[src/rtl/conv_stream_pkg.sv]
// conv_stream_pkg
//   Shared types and sizing helpers for the conv stream bridge.
//   state_t          : bridge FSM states
//   beats_per_frame  : beats in one square frame
//   cnt_width        : width of the per-frame beat/advance counters
package conv_stream_pkg;

    typedef enum logic [1:0] {
        IDLE,
        STREAM,
        FLUSH,
        DRAIN
    } state_t;

    function automatic int beats_per_frame(input int image_dim, input int pixels_per_beat);
        return (image_dim * image_dim) / pixels_per_beat;
    endfunction

    // Wide enough for BEATS + PIPE_LATENCY advances without wrapping.
    function automatic int cnt_width(input int beats, input int pipe_latency);
        return $clog2(beats + pipe_latency) + 1;
    endfunction

endpackage

[src/rtl/conv_stream_bridge_if.sv]
// conv_stream_bridge_if
//   AXI-Stream style beat channel used on both sides of the bridge.
//   tdata  : DW-bit beat
//   tvalid : beat valid (master -> slave)
//   tlast  : last beat of frame (master -> slave)
//   tready : beat accepted when tvalid & tready (slave -> master)
interface conv_stream_bridge_if #(
    parameter int DW = 128
);
    logic [DW-1:0] tdata;
    logic          tvalid;
    logic          tlast;
    logic          tready;

    modport master (output tdata, output tvalid, output tlast, input tready);
    modport slave  (input tdata, input tvalid, input tlast, output tready);
endinterface

[src/rtl/conv_out_fifo.sv]
// conv_out_fifo
//   Synchronous DW x DEPTH FIFO holding conv pipeline output beats.
//   clk, aresetn : clock, asynchronous active-low reset (pointers/count only)
//   push, push_data : write one beat (ignored when full)
//   pop, head       : head is the oldest entry; pop removes it (ignored when empty)
//   full, empty, count : occupancy status
//   DEPTH must be a power of two, >= 2, so the pointers wrap naturally.
module conv_out_fifo #(
    parameter int DW    = 128,
    parameter int DEPTH = 4
) (
    input  logic                     clk,
    input  logic                     aresetn,
    input  logic                     push,
    input  logic [DW-1:0]            push_data,
    input  logic                     pop,
    output logic [DW-1:0]            head,
    output logic                     full,
    output logic                     empty,
    output logic [$clog2(DEPTH):0]   count
);
    localparam int AW = $clog2(DEPTH);
    localparam logic [AW:0] DEPTH_C = (AW+1)'(DEPTH);

    logic [DW-1:0] mem [DEPTH];
    logic [AW-1:0] wr_ptr;
    logic [AW-1:0] rd_ptr;
    logic          do_push;
    logic          do_pop;

    assign full    = (count == DEPTH_C);
    assign empty   = (count == '0);
    assign do_push = push & ~full;
    assign do_pop  = pop & ~empty;
    assign head    = mem[rd_ptr];

    always_ff @(posedge clk) begin
        if (do_push) begin
            mem[wr_ptr] <= push_data;
        end
    end

    always_ff @(posedge clk or negedge aresetn) begin
        if (!aresetn) begin
            wr_ptr <= '0;
            rd_ptr <= '0;
            count  <= '0;
        end else begin
            if (do_push) begin
                wr_ptr <= wr_ptr + AW'(1);
            end
            if (do_pop) begin
                rd_ptr <= rd_ptr + AW'(1);
            end
            case ({do_push, do_pop})
                2'b10:   count <= count + (AW+1)'(1);
                2'b01:   count <= count - (AW+1)'(1);
                default: count <= count;
            endcase
        end
    end

endmodule

[src/rtl/conv_stream_bridge.sv]
// conv_stream_bridge
//   Flow-control front/back end for the stall-driven 3x3 Gaussian conv pipeline.
//   Accepts one frame of BEATS input beats, advances the pipeline one step per
//   accepted beat, then injects PIPE_LATENCY zero beats to flush it. Pipeline
//   output is collected (first PIPE_LATENCY advances discarded) into a small
//   FIFO and re-sent as AXI-Stream with tlast on the frame's last beat.
//   Ports:
//     clk, aresetn   : clock, asynchronous active-low reset
//     s_axis         : input beat stream (slave modport)
//     pipe_in_frame  : beat presented to the conv pipeline
//     pipe_stall     : 1 = conv pipeline holds all state
//     pipe_out_frame : conv pipeline output beat
//     m_axis         : output beat stream (master modport), registered
//     frame_err      : sticky tlast mismatch flag
//   Build option: define CONV_BRIDGE_TLAST_CHECK_EN to enable the input tlast
//   check driving frame_err; otherwise tlast is ignored and frame_err is 0.
module conv_stream_bridge
    import conv_stream_pkg::*;
#(
    parameter int PIXELS_PER_BEAT = 16,
    parameter int INPUT_WIDTH     = 8,
    parameter int IMAGE_DIM       = 512,
    parameter int PIPE_LATENCY    = 34,
    parameter int OUT_FIFO_DEPTH  = 4,
    localparam int DW             = INPUT_WIDTH * PIXELS_PER_BEAT
) (
    input  logic                 clk,
    input  logic                 aresetn,
    conv_stream_bridge_if.slave  s_axis,
    output logic [DW-1:0]        pipe_in_frame,
    output logic                 pipe_stall,
    input  logic [DW-1:0]        pipe_out_frame,
    conv_stream_bridge_if.master m_axis,
    output logic                 frame_err
);
    localparam int BEATS = beats_per_frame(IMAGE_DIM, PIXELS_PER_BEAT);
    localparam int CW    = cnt_width(BEATS, PIPE_LATENCY);
    localparam int FCW   = $clog2(OUT_FIFO_DEPTH) + 1;

    localparam logic [CW-1:0]  BEATS_C   = CW'(BEATS);
    localparam logic [CW-1:0]  LAST_BEAT = CW'(BEATS - 1);
    localparam logic [CW-1:0]  LAT_C     = CW'(PIPE_LATENCY);
    localparam logic [CW-1:0]  ADV_LAST  = CW'(BEATS + PIPE_LATENCY - 1);
    localparam logic [FCW-1:0] DEPTH_C   = FCW'(OUT_FIFO_DEPTH);

    state_t state_q;
    state_t state_d;

    logic [CW-1:0]  in_cnt_q;
    logic [CW-1:0]  adv_cnt_q;
    logic [CW-1:0]  out_cnt_q;

    logic           adv;
    logic           accept;
    logic           push;
    logic           pop;
    logic           fifo_room;
    logic           return_idle;

    logic [DW-1:0]  fifo_head;
    logic           fifo_full;
    logic           fifo_empty;
    logic [FCW-1:0] fifo_count;

    logic [DW-1:0]  m_data_q;
    logic           m_valid_q;
    logic           m_last_q;

    // Pop only after counting the FIFO as it is now, so an advance never
    // relies on a same-cycle pop to make room.
    assign fifo_room = (fifo_count < DEPTH_C);

    always_ff @(posedge clk or negedge aresetn) begin
        if (!aresetn) begin
            state_q <= IDLE;
        end else begin
            state_q <= state_d;
        end
    end

    always_comb begin
        state_d       = state_q;
        adv           = 1'b0;
        s_axis.tready = 1'b0;
        pipe_in_frame = '0;
        case (state_q)
            IDLE: begin
                if (s_axis.tvalid) begin
                    state_d = STREAM;
                end
            end
            STREAM: begin
                s_axis.tready = ~fifo_full;
                pipe_in_frame = s_axis.tdata;
                adv           = s_axis.tvalid & ~fifo_full & fifo_room;
                if (adv && (in_cnt_q == LAST_BEAT)) begin
                    state_d = FLUSH;
                end
            end
            FLUSH: begin
                adv = fifo_room;
                if (adv && (adv_cnt_q == ADV_LAST)) begin
                    state_d = DRAIN;
                end
            end
            DRAIN: begin
                if (fifo_empty && (out_cnt_q == BEATS_C)) begin
                    state_d = IDLE;
                end
            end
            default: state_d = IDLE;
        endcase
    end

    assign pipe_stall  = ~adv;
    assign accept      = adv & (state_q == STREAM);
    // pipe_out_frame at an advancing edge is the result of an earlier advance;
    // the first PIPE_LATENCY of them are pipeline fill, not frame data.
    assign push        = adv & (adv_cnt_q >= LAT_C);
    assign pop         = ~fifo_empty & (~m_valid_q | m_axis.tready);
    assign return_idle = (state_q == DRAIN) & (state_d == IDLE);

    always_ff @(posedge clk or negedge aresetn) begin
        if (!aresetn) begin
            in_cnt_q  <= '0;
            adv_cnt_q <= '0;
            out_cnt_q <= '0;
        end else if (return_idle) begin
            in_cnt_q  <= '0;
            adv_cnt_q <= '0;
            out_cnt_q <= '0;
        end else begin
            if (accept) begin
                in_cnt_q <= in_cnt_q + CW'(1);
            end
            if (adv) begin
                adv_cnt_q <= adv_cnt_q + CW'(1);
            end
            if (pop) begin
                out_cnt_q <= out_cnt_q + CW'(1);
            end
        end
    end

    conv_out_fifo #(
        .DW    (DW),
        .DEPTH (OUT_FIFO_DEPTH)
    ) u_fifo (
        .clk       (clk),
        .aresetn   (aresetn),
        .push      (push),
        .push_data (pipe_out_frame),
        .pop       (pop),
        .head      (fifo_head),
        .full      (fifo_full),
        .empty     (fifo_empty),
        .count     (fifo_count)
    );

    // Output register: loads from the FIFO head whenever it is free or being
    // accepted, and otherwise holds its beat unchanged.
    always_ff @(posedge clk or negedge aresetn) begin
        if (!aresetn) begin
            m_data_q  <= '0;
            m_valid_q <= 1'b0;
            m_last_q  <= 1'b0;
        end else if (pop) begin
            m_data_q  <= fifo_head;
            m_valid_q <= 1'b1;
            m_last_q  <= (out_cnt_q == LAST_BEAT);
        end else if (m_axis.tready) begin
            m_valid_q <= 1'b0;
            m_last_q  <= 1'b0;
        end
    end

    assign m_axis.tdata  = m_data_q;
    assign m_axis.tvalid = m_valid_q;
    assign m_axis.tlast  = m_last_q;

`ifdef CONV_BRIDGE_TLAST_CHECK_EN
    logic err_q;

    always_ff @(posedge clk or negedge aresetn) begin
        if (!aresetn) begin
            err_q <= 1'b0;
        end else if (accept && (s_axis.tlast != (in_cnt_q == LAST_BEAT))) begin
            err_q <= 1'b1;
        end
    end

    assign frame_err = err_q;
`else
    logic unused_tlast;

    assign unused_tlast = s_axis.tlast;
    assign frame_err    = 1'b0;
`endif

endmodule

[src/flat_wrapper.sv]
// flat-port wrapper written by rule: the top's interface ports become plain ports
module conv_stream_bridge_flat import conv_stream_pkg::*;
#(
    parameter int PIXELS_PER_BEAT = 16,
    parameter int INPUT_WIDTH     = 8,
    parameter int IMAGE_DIM       = 512,
    parameter int PIPE_LATENCY    = 34,
    parameter int OUT_FIFO_DEPTH  = 4,
    localparam int DW             = INPUT_WIDTH * PIXELS_PER_BEAT
)
  (clk, aresetn, pipe_in_frame, pipe_stall, pipe_out_frame, frame_err, s_axis_tdata, s_axis_tvalid, s_axis_tlast, s_axis_tready, m_axis_tdata, m_axis_tvalid, m_axis_tlast, m_axis_tready);
  conv_stream_bridge_if #(.DW(((16) * (8)))) s_axis_i ();
  conv_stream_bridge_if #(.DW(((16) * (8)))) m_axis_i ();
  input  logic clk;
  input  logic aresetn;
  output logic [DW-1:0] pipe_in_frame;
  output logic pipe_stall;
  input  logic [DW-1:0] pipe_out_frame;
  output logic frame_err;
  input wire logic [$bits(s_axis_i.tdata)-1:0] s_axis_tdata;
  input wire logic [$bits(s_axis_i.tvalid)-1:0] s_axis_tvalid;
  input wire logic [$bits(s_axis_i.tlast)-1:0] s_axis_tlast;
  output wire logic [$bits(s_axis_i.tready)-1:0] s_axis_tready;
  output wire logic [$bits(m_axis_i.tdata)-1:0] m_axis_tdata;
  output wire logic [$bits(m_axis_i.tvalid)-1:0] m_axis_tvalid;
  output wire logic [$bits(m_axis_i.tlast)-1:0] m_axis_tlast;
  input wire logic [$bits(m_axis_i.tready)-1:0] m_axis_tready;
  assign s_axis_i.tdata = s_axis_tdata;
  assign s_axis_i.tvalid = s_axis_tvalid;
  assign s_axis_i.tlast = s_axis_tlast;
  assign s_axis_tready = s_axis_i.tready;
  assign m_axis_tdata = m_axis_i.tdata;
  assign m_axis_tvalid = m_axis_i.tvalid;
  assign m_axis_tlast = m_axis_i.tlast;
  assign m_axis_i.tready = m_axis_tready;
  conv_stream_bridge #(.PIXELS_PER_BEAT(PIXELS_PER_BEAT), .INPUT_WIDTH(INPUT_WIDTH), .IMAGE_DIM(IMAGE_DIM), .PIPE_LATENCY(PIPE_LATENCY), .OUT_FIFO_DEPTH(OUT_FIFO_DEPTH)) u_core (.clk(clk), .aresetn(aresetn), .s_axis(s_axis_i), .pipe_in_frame(pipe_in_frame), .pipe_stall(pipe_stall), .pipe_out_frame(pipe_out_frame), .m_axis(m_axis_i), .frame_err(frame_err));
endmodule
[config.mk]
export PLATFORM = sky130hd
export DESIGN_NAME = conv_stream_bridge_flat
export DESIGN_NICKNAME = d
export VERILOG_FILES = /design/src/rtl/conv_stream_pkg.sv /design/src/rtl/conv_stream_bridge_if.sv /design/src/rtl/conv_out_fifo.sv /design/src/rtl/conv_stream_bridge.sv /design/src/flat_wrapper.sv
export SDC_FILE = /design/constraint.sdc
export NUM_CORES = 1
export LEC_CHECK = 0
export ABC_AREA = 1
export CAP_MARGIN = 25
export CELL_PAD_IN_SITES_DETAIL_PLACEMENT = 2
export CELL_PAD_IN_SITES_GLOBAL_PLACEMENT = 2
export CORE_MARGIN = 2
export CORE_UTILIZATION = 31
export CTS_CLUSTER_SIZE = 14
export DETAILED_ROUTE_END_ITERATION = 10
export HOLD_SLACK_MARGIN = 0.05
export PLACE_DENSITY_LB_ADDON = 0.1
export SYNTH_ARGS = -nofsm -noshare
export SYNTH_HDL_FRONTEND = slang
export SYNTH_SLANG_ARGS = --single-unit
[constraint.sdc]
create_clock -name clk -period 7.7 [get_ports clk]
set_input_delay 1.155 -clock clk [delete_from_list [all_inputs] [get_ports clk]]
set_output_delay 1.155 -clock clk [all_outputs]
set_load 0.02 [all_outputs]
**Run 1: routed metal per tile**

30 x 30 tiles, from dark purple (low) to yellow (high), scaled to the fullest tile. Values are wire area over tile area, all layers added.
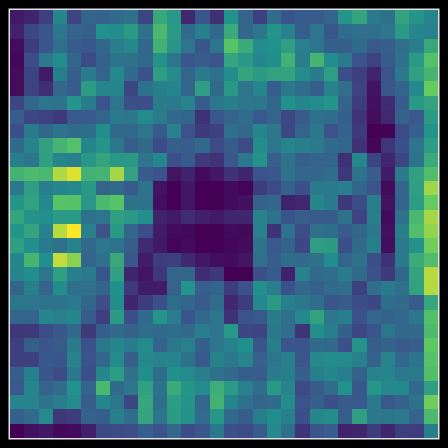
densest ninth of the die: left middle
fullest tile: 0.45
tiles over half the peak: 17%
emptiest ninth of the die: middle
nearly empty tiles: 2.0%
mean over tiles: 0.16

**Run 1: signal wires by layer**

Only two layers are drawn.
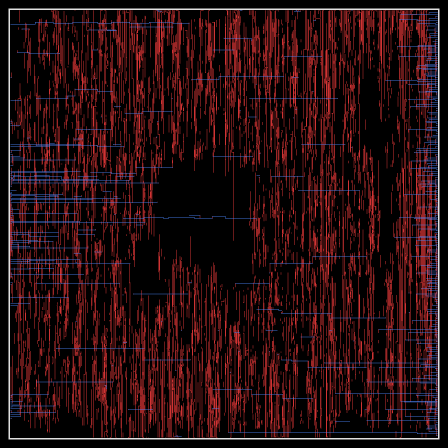
[M3] blue | wire length: 5,580 um
[M2] red | wire length: 49.3 mm
gr usage total: 0.199
detail-routed net length per standard cell: 21.8 um

==> flow report, run 1 <==
=================================================================================================
Total DRC errors in the routed layout                                                           0
Actual slew at the worst max-slew pin                                                     1.01 ns
Post CTS Setup Buffer Count                                                                     0
Share of the cycle needed by the critical path after routing                                0.603
Pre-placement core utilization                                                              0.312
OpenROAD warning count                                                                         47
Number of max-capacitance violations reported                                                   0
Slowest-stage cell, CP                                                               sky130_fd_sc_hd__buf_4
Crit Path Max Fanout                                                                           81
Core area                                                                             89,600 um^2
Antenna-violating nets left                                                                     0
Top Ports                                                                                     522
Htree depth                                                                                     3
Int Power                                                                                 8.79 mW
Worst Setup Start Kind                                                                   register
Final Hold Violating Endpoints                                                                  0
Setup TNS after final layout                                                                 0 ns
Summed area of non-filler cells in the final layout                                   37,000 um^2
Cells on Worst Hold Path                                                                        1
Post-synthesis sequential area ratio                                                        0.718
Crit path time final                                                                      4.64 ns
Fraction of registers with async set or reset after synthesis                               0.268
Maximum single-stage delay on the critical path                                           0.72 ns
Detailed-route vias per instance                                                             4.78
Post-layout util                                                                            0.413
Pin count of the biggest net entering global routing                                          141
Floorplan die height                                                                       304 um
Syn nets                                                                                    2,756
Clock Power Share                                                                           0.272
Most frequent logic cell in the layout                                               sky130_fd_sc_hd__nor2_1
PostCTS Resize Cnt                                                                              0
Number of input and output port buffers inserted                                              519
Ratio of total power to cell area                                                     376 nW/um^2
Core Rows                                                                                     110
Number of distinct library cell variants in the gate-level netlist after synthesis             36
Insertion delay to the later sink of the worst-skew pair                                  0.61 ns
CTS Buf Count                                                                                  79
Mean area per synthesized cell                                                          11.3 um^2
Overflow after GRT                                                                              0
Wirelength, routed                                                                      92,100 um
Total half-perimeter wirelength after legalization and detailed placement               57,600 um
Worst setup path category                                                            register to primary output
Type of element capturing the critical path                                          primary output
List of most frequent post-synthesis cells                                           sky130_fd_sc_hd__nor2_1, sky130_fd_sc_hd__edfxtp_1, sky130_fd_sc_hd__o21ai_0, sky130_fd_sc_hd__nand2_1, sky130_fd_sc_hd__dfrtp_1
Yosys reg bits                                                                                699
Hold path endpoint                                                                   u_core.u_fifo.count[0]
1st-pass router iterations                                                                      4
Setup skew after layout                                                                 0.0253 ns
Die width                                                                                  304 um
Gate power share                                                                            0.368
Final nets                                                                                  3,250
Beginning of the worst hold path                                                     u_core.u_fifo.count[0]
Ratio of cells with drive above 1 in the final layout                                      0.0592
Sequential share of power                                                                   0.361
Result of the run                                                                    complete, no violations
Logic depth of the worst setup path including buffers                                           6
Cts hold-fix bufs                                                                               0
Total number of yosys warnings                                                                  0
Lkg Pwr                                                                                   14.1 nW
Maximum number of buffers from clock root to sink                                               3
Most used cells in the layout excluding fill and tap cells                           sky130_fd_sc_hd__nor2_1, sky130_fd_sc_hd__clkdlybuf4s50_1, sky130_fd_sc_hd__edfxtp_1
Final Total Pwr                                                                           13.9 mW
Post-placement cell area                                                              34,300 um^2
Startpoint of the most critical register-to-register path                            u_core.state_q[1]
Number of global-route vias before repair                                                   22.8k
Crit path top cell by count                                                          sky130_fd_sc_hd__inv_1
Number of setup violations in the final report                                                  0
Cell count listed in synth_stat.txt                                                         2,478
Top cells, area                                                                      sky130_fd_sc_hd__edfxtp_1, sky130_fd_sc_hd__dfrtp_1, sky130_fd_sc_hd__nor2_1
Clock-net power                                                                           3.78 mW
Clock slew at the register clock pins of the worst setup and hold paths                   0.06 ns
Signal arrival time at the worst endpoint                                                 3.49 ns
Termination of the worst setup path                                                  pipe_in_frame[109]
Most frequent cell after synthesis                                                   sky130_fd_sc_hd__nor2_1
Largest delay contributor family on the critical path                                buffers and inverters
Cell count after synthesis                                                                  2,478
=================================================================================================
**Run 1: local utilization**

Scale bar: 100 um. 30 x 30 tiles, from dark purple (low) to yellow (high), 0 to 100% covered.
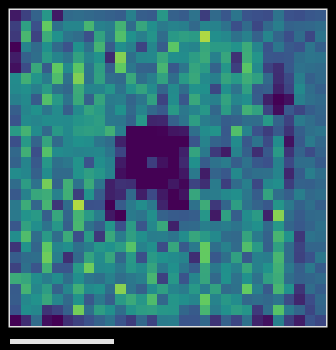
nearly empty tiles: 4.0%
fullest tile: 88%
tiles over 75% full: 1.7%
emptiest ninth of the die: middle
mean over tiles: 38%

-- run 1: sequential cells by signal (all words and copies together) (netlist names) --
register,count
u_core.u_fifo.count,3
u_core.m_axis.tdata,128
u_core.m_axis.tlast,1
u_core.u_fifo.mem,512
u_core.adv_cnt_q,16
u_core.state_q,2
u_core.u_fifo.rd_ptr,2
u_core.in_cnt_q,16
u_core.u_fifo.wr_ptr,2
u_core.m_axis.tvalid,1
u_core.out_cnt_q,16
-- run 1: logic make-up after synthesis --
kind of cell | after synthesis | share of synthesized area
other | 1 | 0.000134
buffers and inverters | 323 | 0.0452
XOR/XNOR | 32 | 0.0100
AND/OR/NAND/NOR | 996 | 0.139
flip-flops | 699 | 0.718
adder cells (fa/ha/maj) | 17 | 0.00788
AND-OR/OR-AND | 410 | 0.0801
-- run 1: metrics by stage --
step | std cells | hold WS [ns] | worst slack [ns]
floorplan | 2478 | 0.468 | 0.0873
global placement | 4066 | 0.484 | 3.41
detailed placement | 4066 | 0.512 | 3.36
CTS | 4213 | 0.531 | 2.93
global route | 4217 | 0.548 | 2.77
finish | 4224 | 0.520 | 3.06
-- run 1: layer usage --
layer / vias up / share of wire / wire length, um / GRT usage
met2: 464 / 0.54 / 49300 / 0.378
met4: 18 / 0.024 / 2170 / 0.0581
met1: 10300 / 0.38 / 34900 / 0.215
li1: 9334 / - / - / -
met5: - / 0.0013 / 119 / 0
met3: 129 / 0.061 / 5580 / 0.0534
-- run 1: area by class of cell --
cell class	count	area (um^2)
Clock inverter	28	312
Inverter	188	721
Tap cell	1176	1470
Clock buffer	119	2300
Antenna cell	10	25.0
Sequential cell	699	20100
Timing Repair Buffer	548	5460
Fill cell	9219	52600
Multi-Input combinational cell	1456	6660
**Run 1: clock wiring as the flow saved it**

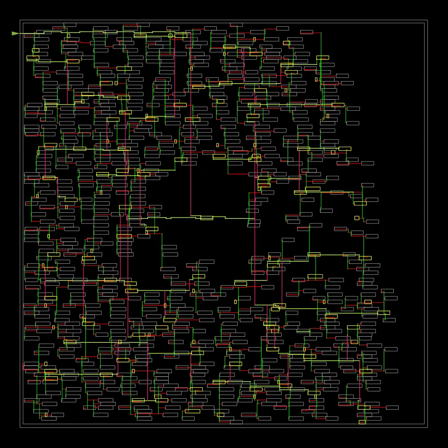

==> run 2, diff against run 1 <==
==> constraint.sdc (replaced) <==
create_clock -name clk -period 3.8 [get_ports clk]
set_input_delay 0.57 -clock clk [delete_from_list [all_inputs] [get_ports clk]]
set_output_delay 0.57 -clock clk [all_outputs]
set_load 0.02 [all_outputs]
**Run 2: clock wiring as the flow saved it**

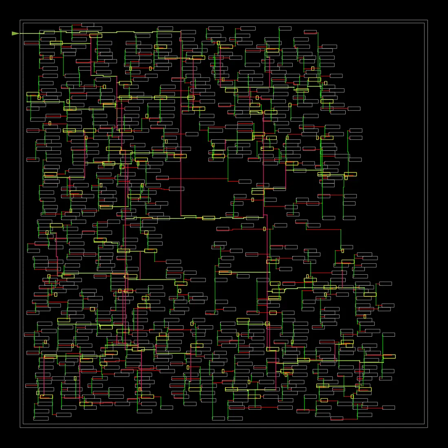
seq_cells: 699
clock-net power: 7.13 mW
CTS Buf Count: 77
number of clock buffers in the layout: 109
insertion delay to the later sink of the worst-skew pair: 0.64 ns

==> run 2 against run 1 <==
Against the previous run: first-iteration DRC count up 9.5%; die size unchanged; clock power is 89% higher; sequential share of layout area is essentially flat; via count grew 0.11%; critical path depth decreased by 1; count of clock-buffer cells in the layout decreased by 10; non-clock buffer count grew 9; highest routed layer unchanged; hold slack worse by 0.012 ns.
==> flow report, run 2 <==
========================================================================================
Comb. cell area                                                                6660 um^2   about the same
Die width                                                                         304 um   unchanged
Result of the run                                                           complete, no violations   unchanged
Number of setup violations in the final report                                         0   unchanged
Ratio of total power to cell area                                            752 nW/um^2   was 376 nW/um^2
Non-clock buffer count                                                               557   was 548
Pin count of the biggest net entering global routing                                 179   was 141
Fraction of area in registers                                                      0.542   about the same
Post-layout util                                                                   0.413   about the same
Total DRC errors in the routed layout                                                  0   unchanged
Ant diodes                                                                             5   was 10
1st-pass router iterations                                                             4   unchanged
Most used cells in the layout excluding fill and tap cells                  sky130_fd_sc_hd__nor2_1, sky130_fd_sc_hd__clkdlybuf4s50_1, sky130_fd_sc_hd__edfxtp_1   unchanged
Register bank with the most flops                                           u_core.u_fifo.mem   unchanged
Adder-cell area share of the yosys netlist                                       0.00788   unchanged
Core Rows                                                                            110   unchanged
Logic family by area                                                        simple AND/OR/NAND/NOR gates   unchanged
Yosys reg bits                                                                       699   unchanged
Worst-case setup slack after placement                                          0.767 ns   was 3.36 ns
Overflow after GRT                                                                     0   unchanged
Core area                                                                    89,600 um^2   unchanged
Largest delay contributor family on the critical path                       buffers and inverters   unchanged
Type of element capturing the critical path                                 primary output   unchanged
Int Power                                                                        17.4 mW   was 8.79 mW
Startpoint of the most critical register-to-register path                   u_core.state_q[1]   unchanged
Maximum number of buffers from clock root to sink                                      3   unchanged
Actual slew at the worst max-slew pin                                            1.04 ns   was 1.01 ns
Htree depth                                                                            3   unchanged
Pre-placement core utilization                                                     0.312   unchanged
Total half-perimeter wirelength after legalization and detailed placement      57,800 um   was 57,600 um
Multi-input combinational cell count                                               1,456   unchanged
Post-layout worst setup margin                                                  0.243 ns   was 3.06 ns
Gr usage total                                                                     0.196   was 0.199
Lkg Pwr                                                                          14.1 nW   about the same
Share of synthesized cell area in and-or and or-and compound cells                0.0801   unchanged
========================================================================================
**Run 2: local utilization**

Scale bar: 100 um. 30 x 30 tiles, from dark purple (low) to yellow (high), 0 to 100% covered.
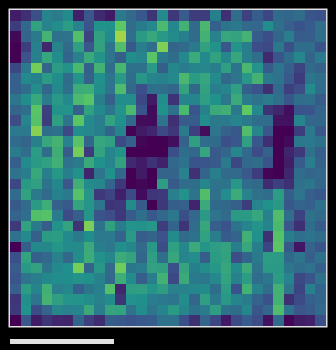
emptiest ninth of the die: middle
mean over tiles: 38%
fullest tile: 86%
nearly empty tiles: 2.9%
tiles over 75% full: 0.90%

==> run 2: cell count changes in the layout (fill, tap and decap cells not counted), sizes merged <==
| cell | change |
|---|---|
| clkbuf | -10 |
| inv | +5 |
| clkinvlp | -1 |
| bufinv | -5 |
| diode | -5 |
| dlygate4sd3 | +1 |
| clkinv | +7 |
| buf | +8 |
==> run 2: power groups by stage <==
stage               Clock (mW)  Combinational (mW)  Sequential [mW]
finish                    7.13                10.5             10.2
global route              7.64                11.6             10.3
CTS                       7.37                10.8             10.2
detailed placement           0                10.7             10.3
global placement             0                10.3             10.3
floorplan                    0                5.07             10.9
==> run 2: logic make-up after synthesis <==
kind of cell	count (synthesis)
AND/OR/NAND/NOR	996
other	1
XOR/XNOR	32
adder cells (fa/ha/maj)	17
flip-flops	699
AND-OR/OR-AND	410
buffers and inverters	323
==> run 2: stage by stage <==
stage / instance area (um^2) / instances
after global placement: 34600 / 4074
final: 37000 / 4224
after CTS: 37000 / 4218
after global routing: 37000 / 4221
after floorplan: 27900 / 2478
after detailed placement: 34600 / 4074
==> run 2: worst paths after layout <==
kind	slack [ns]	to	cells past startpoint
worst max-delay path	0.24	s_axis_tready	5
worst min-delay path	0.51	u_core.u_fifo.count[0]	1
worst max register to register	0.91	u_core.u_fifo.mem[2][28]	10
worst min register to register	0.51	u_core.u_fifo.count[0]	1
max in group asynchronous	2.12	u_core.m_axis.tdata[57]	3
min in group asynchronous	0.60	u_core.m_axis.tdata[24]	2
==> run 2: metal layers <==
metal | up-vias | share of wire
met2 | 465 | 0.53
met5 | - | 0.00078
met4 | 10 | 0.017
met3 | 109 | 0.051
li1 | 9343 | -
met1 | 10300 | 0.40
==> run 2: repair_timing <==
item / CTS / global route
endpoints found under the hold margin: 7 / 0
setup buffers: 0 / 0
hold buffers: 1 / 0
**Run 2: routed metal per tile**

30 x 30 tiles, from dark purple (low) to yellow (high), scaled to the fullest tile. Values are wire area over tile area, all layers added.
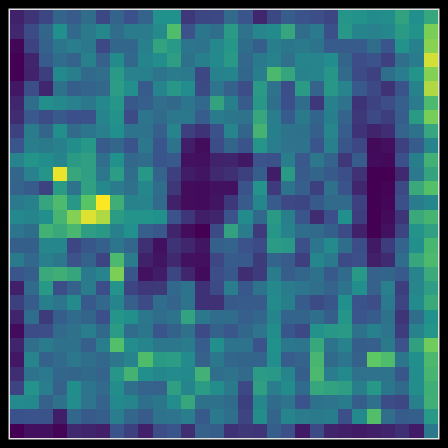

==> run 3, diff against run 2 <==
--- a/config.mk
+++ b/config.mk
@@ -15,6 +15,7 @@
 export DETAILED_ROUTE_END_ITERATION = 10
 export HOLD_SLACK_MARGIN = 0.05
 export PLACE_DENSITY_LB_ADDON = 0.1
+export SETUP_SLACK_MARGIN = 0.02
 export SYNTH_ARGS = -nofsm -noshare
 export SYNTH_HDL_FRONTEND = slang
 export SYNTH_SLANG_ARGS = --single-unit
**Run 3: routed metal per tile**

30 x 30 tiles, from dark purple (low) to yellow (high), scaled to the fullest tile. Values are wire area over tile area, all layers added.
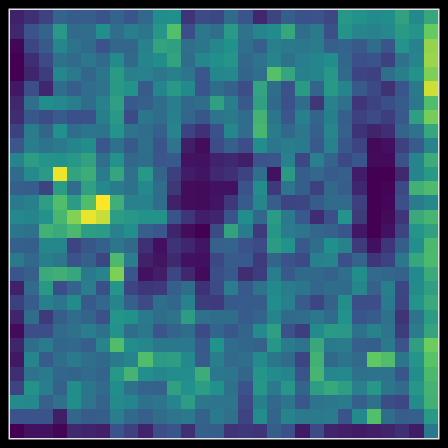
nearly empty tiles: 1.6%
tiles over half the peak: 17%
fullest tile: 0.44
densest ninth of the die: left middle
emptiest ninth of the die: middle
gr usage total: 0.196
overall via count from detail_route: 20.2k
detail-routed net length per standard cell: 21.7 um

**Run 3: local utilization**

Scale bar: 100 um. 30 x 30 tiles, from dark purple (low) to yellow (high), 0 to 100% covered.
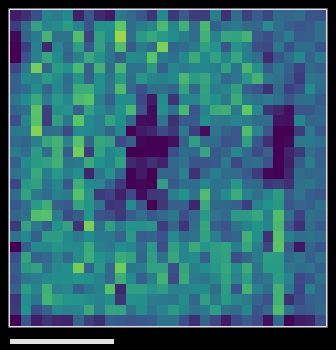
fullest tile: 86%
emptiest ninth of the die: middle
mean over tiles: 38%
nearly empty tiles: 2.9%
tiles over 75% full: 0.90%

==> run 3 against run 2 <==
Against the previous run: area after synthesis unchanged; power up 0.11%; sequential power about the same; fmax up 2.9%; synthesized cell count unchanged; count of clock-buffer cells in the layout unchanged; critical path type unchanged; critical endpoint is now pipe_in_frame[32]; largest cell class unchanged.
==> flow report, run 3 <==
=================================================================================================
Register bank with the most flops                                                    u_core.u_fifo.mem   unchanged
Total DRC errors in the routed layout                                                           0   unchanged
Crit path time final                                                                      3.46 ns   was 3.56 ns
Cell count listed in synth_stat.txt                                                         2,478   unchanged
Overflow after GRT                                                                              0   unchanged
Startpoint of the most critical register-to-register path                            u_core.state_q[1]   unchanged
Total half-perimeter wirelength after legalization and detailed placement               57,800 um   unchanged
CTS Buf Count                                                                                  77   unchanged
Fraction of registers with async set or reset after synthesis                               0.268   unchanged
Lkg Pwr                                                                                   14.1 nW   about the same
Beginning of the worst hold path                                                     u_core.u_fifo.count[0]   unchanged
Maximum number of buffers from clock root to sink                                               3   unchanged
Setup TNS after final layout                                                                 0 ns   unchanged
Setup skew after layout                                                                 0.0344 ns   was 0.0340 ns
Clock slew at the register clock pins of the worst setup and hold paths                   0.05 ns   about the same
Register-to-Register Path Depth                                                                10   unchanged
Actual slew at the worst max-slew pin                                                     1.05 ns   was 1.04 ns
Share of the cycle needed by the critical path after routing                                0.910   was 0.936
Detailed-route vias per instance                                                             4.78   was 4.79
Result of the run                                                                    complete, no violations   unchanged
Ratio of cells with drive above 1 in the final layout                                      0.0621   was 0.0618
Core Rows                                                                                     110   unchanged
Final nets                                                                                  3,258   was 3,257
Most frequent cell after synthesis                                                   sky130_fd_sc_hd__nor2_1   unchanged
Maximum single-stage delay on the critical path                                           0.68 ns   was 0.71 ns
Instance count after placement with tap cells included                                      4,074   unchanged
Pin count of the biggest net entering global routing                                          179   unchanged
Worst Setup Start Kind                                                                   register   unchanged
Yosys reg bits                                                                                699   unchanged
OpenROAD warning count                                                                         47   unchanged
Most frequent logic cell in the layout                                               sky130_fd_sc_hd__nor2_1   unchanged
Insertion delay to the later sink of the worst-skew pair                                  0.64 ns   about the same
Crit path top cell by count                                                          sky130_fd_sc_hd__inv_1   unchanged
Number of standard cells in the layout, taps in and fillers out                             4,225   was 4,224
Number of global-route vias before repair                                                   22.8k   unchanged
Final Hold Violating Endpoints                                                                  0   unchanged
1st-pass router iterations                                                                      4   unchanged
Number of max-capacitance violations reported                                                   0   unchanged
Top Ports                                                                                     522   unchanged
Capturing point of the worst reg2reg path                                            u_core.u_fifo.mem[2][28]   unchanged
Signal arrival time at the worst endpoint                                                 2.89 ns   was 2.99 ns
Number of input and output port buffers inserted                                              519   unchanged
Number of distinct library cell variants in the gate-level netlist after synthesis             36   unchanged
Post-synthesis sequential area ratio                                                        0.718   unchanged
Htree depth                                                                                     3   unchanged
Pre-placement core utilization                                                              0.312   unchanged
Mean area per synthesized cell                                                          11.3 um^2   unchanged
Slowest-stage cell, CP                                                               sky130_fd_sc_hd__clkdlybuf4s50_1   unchanged
Floorplan die height                                                                       304 um   unchanged
PostCTS Resize Cnt                                                                              0   unchanged
Core area                                                                             89,600 um^2   unchanged
Largest delay contributor family on the critical path                                buffers and inverters   unchanged
Flip-flop count of the largest register, all copies and words added                           512   unchanged
Top cells, area                                                                      sky130_fd_sc_hd__edfxtp_1, sky130_fd_sc_hd__dfrtp_1, sky130_fd_sc_hd__nor2_1   unchanged
Wirelength, routed                                                                      91,700 um   was 91,600 um
Most used cells in the layout excluding fill and tap cells                           sky130_fd_sc_hd__nor2_1, sky130_fd_sc_hd__clkdlybuf4s50_1, sky130_fd_sc_hd__edfxtp_1   unchanged
List of most frequent post-synthesis cells                                           sky130_fd_sc_hd__nor2_1, sky130_fd_sc_hd__edfxtp_1, sky130_fd_sc_hd__o21ai_0, sky130_fd_sc_hd__nand2_1, sky130_fd_sc_hd__dfrtp_1   unchanged
Cell count after synthesis                                                                  2,478   unchanged
Logic depth of the worst setup path including buffers                                           6   was 5
Total number of yosys warnings                                                                  0   unchanged
Worst setup path category                                                            register to primary output   unchanged
=================================================================================================
## run 3: netlist changes by cell type in the layout (fill, tap and decap cells not counted)
| cell | previous run | this run |
|---|---|---|
| sky130_fd_sc_hd__buf_8 | 0 | 1 |
## run 3: cell type report
type                    count  area (um^2)  share of cell area
multi-input cells        1456         6660               0.180
flip-flops and latches    699        20100               0.542
clock inverters            34          256             0.00693
inverters                 188          721              0.0195
well taps                1176         1470              0.0397
diodes                      5         12.5            0.000338
clock buffers             109         2140              0.0577
repair buffers            558         5710               0.154
## run 3: report_power, final
part / internal [mW] / leakage, nW / switching, mW / total [mW]
combinational: 3.98 / 6.19 / 6.58 / 10.6
sequential: 9.36 / 6.76 / 0.787 / 10.2
clock: 4.03 / 1.18 / 3.10 / 7.14
## run 3: timing repair
| action | in CTS | in global routing |
|---|---|---|
| hold buffers | 1 | 0 |
| setup buffers | 0 | 1 |
| hold endpoints to repair | 7 | 0 |
| endpoints found under the setup margin | 0 | 1 |
## run 3: logic make-up after synthesis
logic type,count (synthesis),synth area share
adder cells (fa/ha/maj),17,0.00788
buffers and inverters,323,0.0452
AND/OR/NAND/NOR,996,0.139
XOR/XNOR,32,0.0100
other,1,0.000134
flip-flops,699,0.718
AND-OR/OR-AND,410,0.0801
## run 3: routing by layer
layer  wire length (um)  track usage
met1              36600        0.224
met2              48900        0.373
met3               4640       0.0368
met4               1500       0.0482
met5                 71            0
## run 3: per-stage QoR
stage	power, mW	worst slack (ns)	utilization	area (um^2)
3_5_place_dp	21.0	0.767	0.386	34600
5_1_grt	29.6	0.147	0.413	37000
3_3_place_gp	20.6	0.799	0.386	34600
2_1_floorplan	15.9	-1.36	-	27900
4_1_cts	28.3	0.0835	0.413	37000
6_report	27.8	0.344	0.413	37000
Power figures rest on the tool's default switching activity, not on a simulated workload.
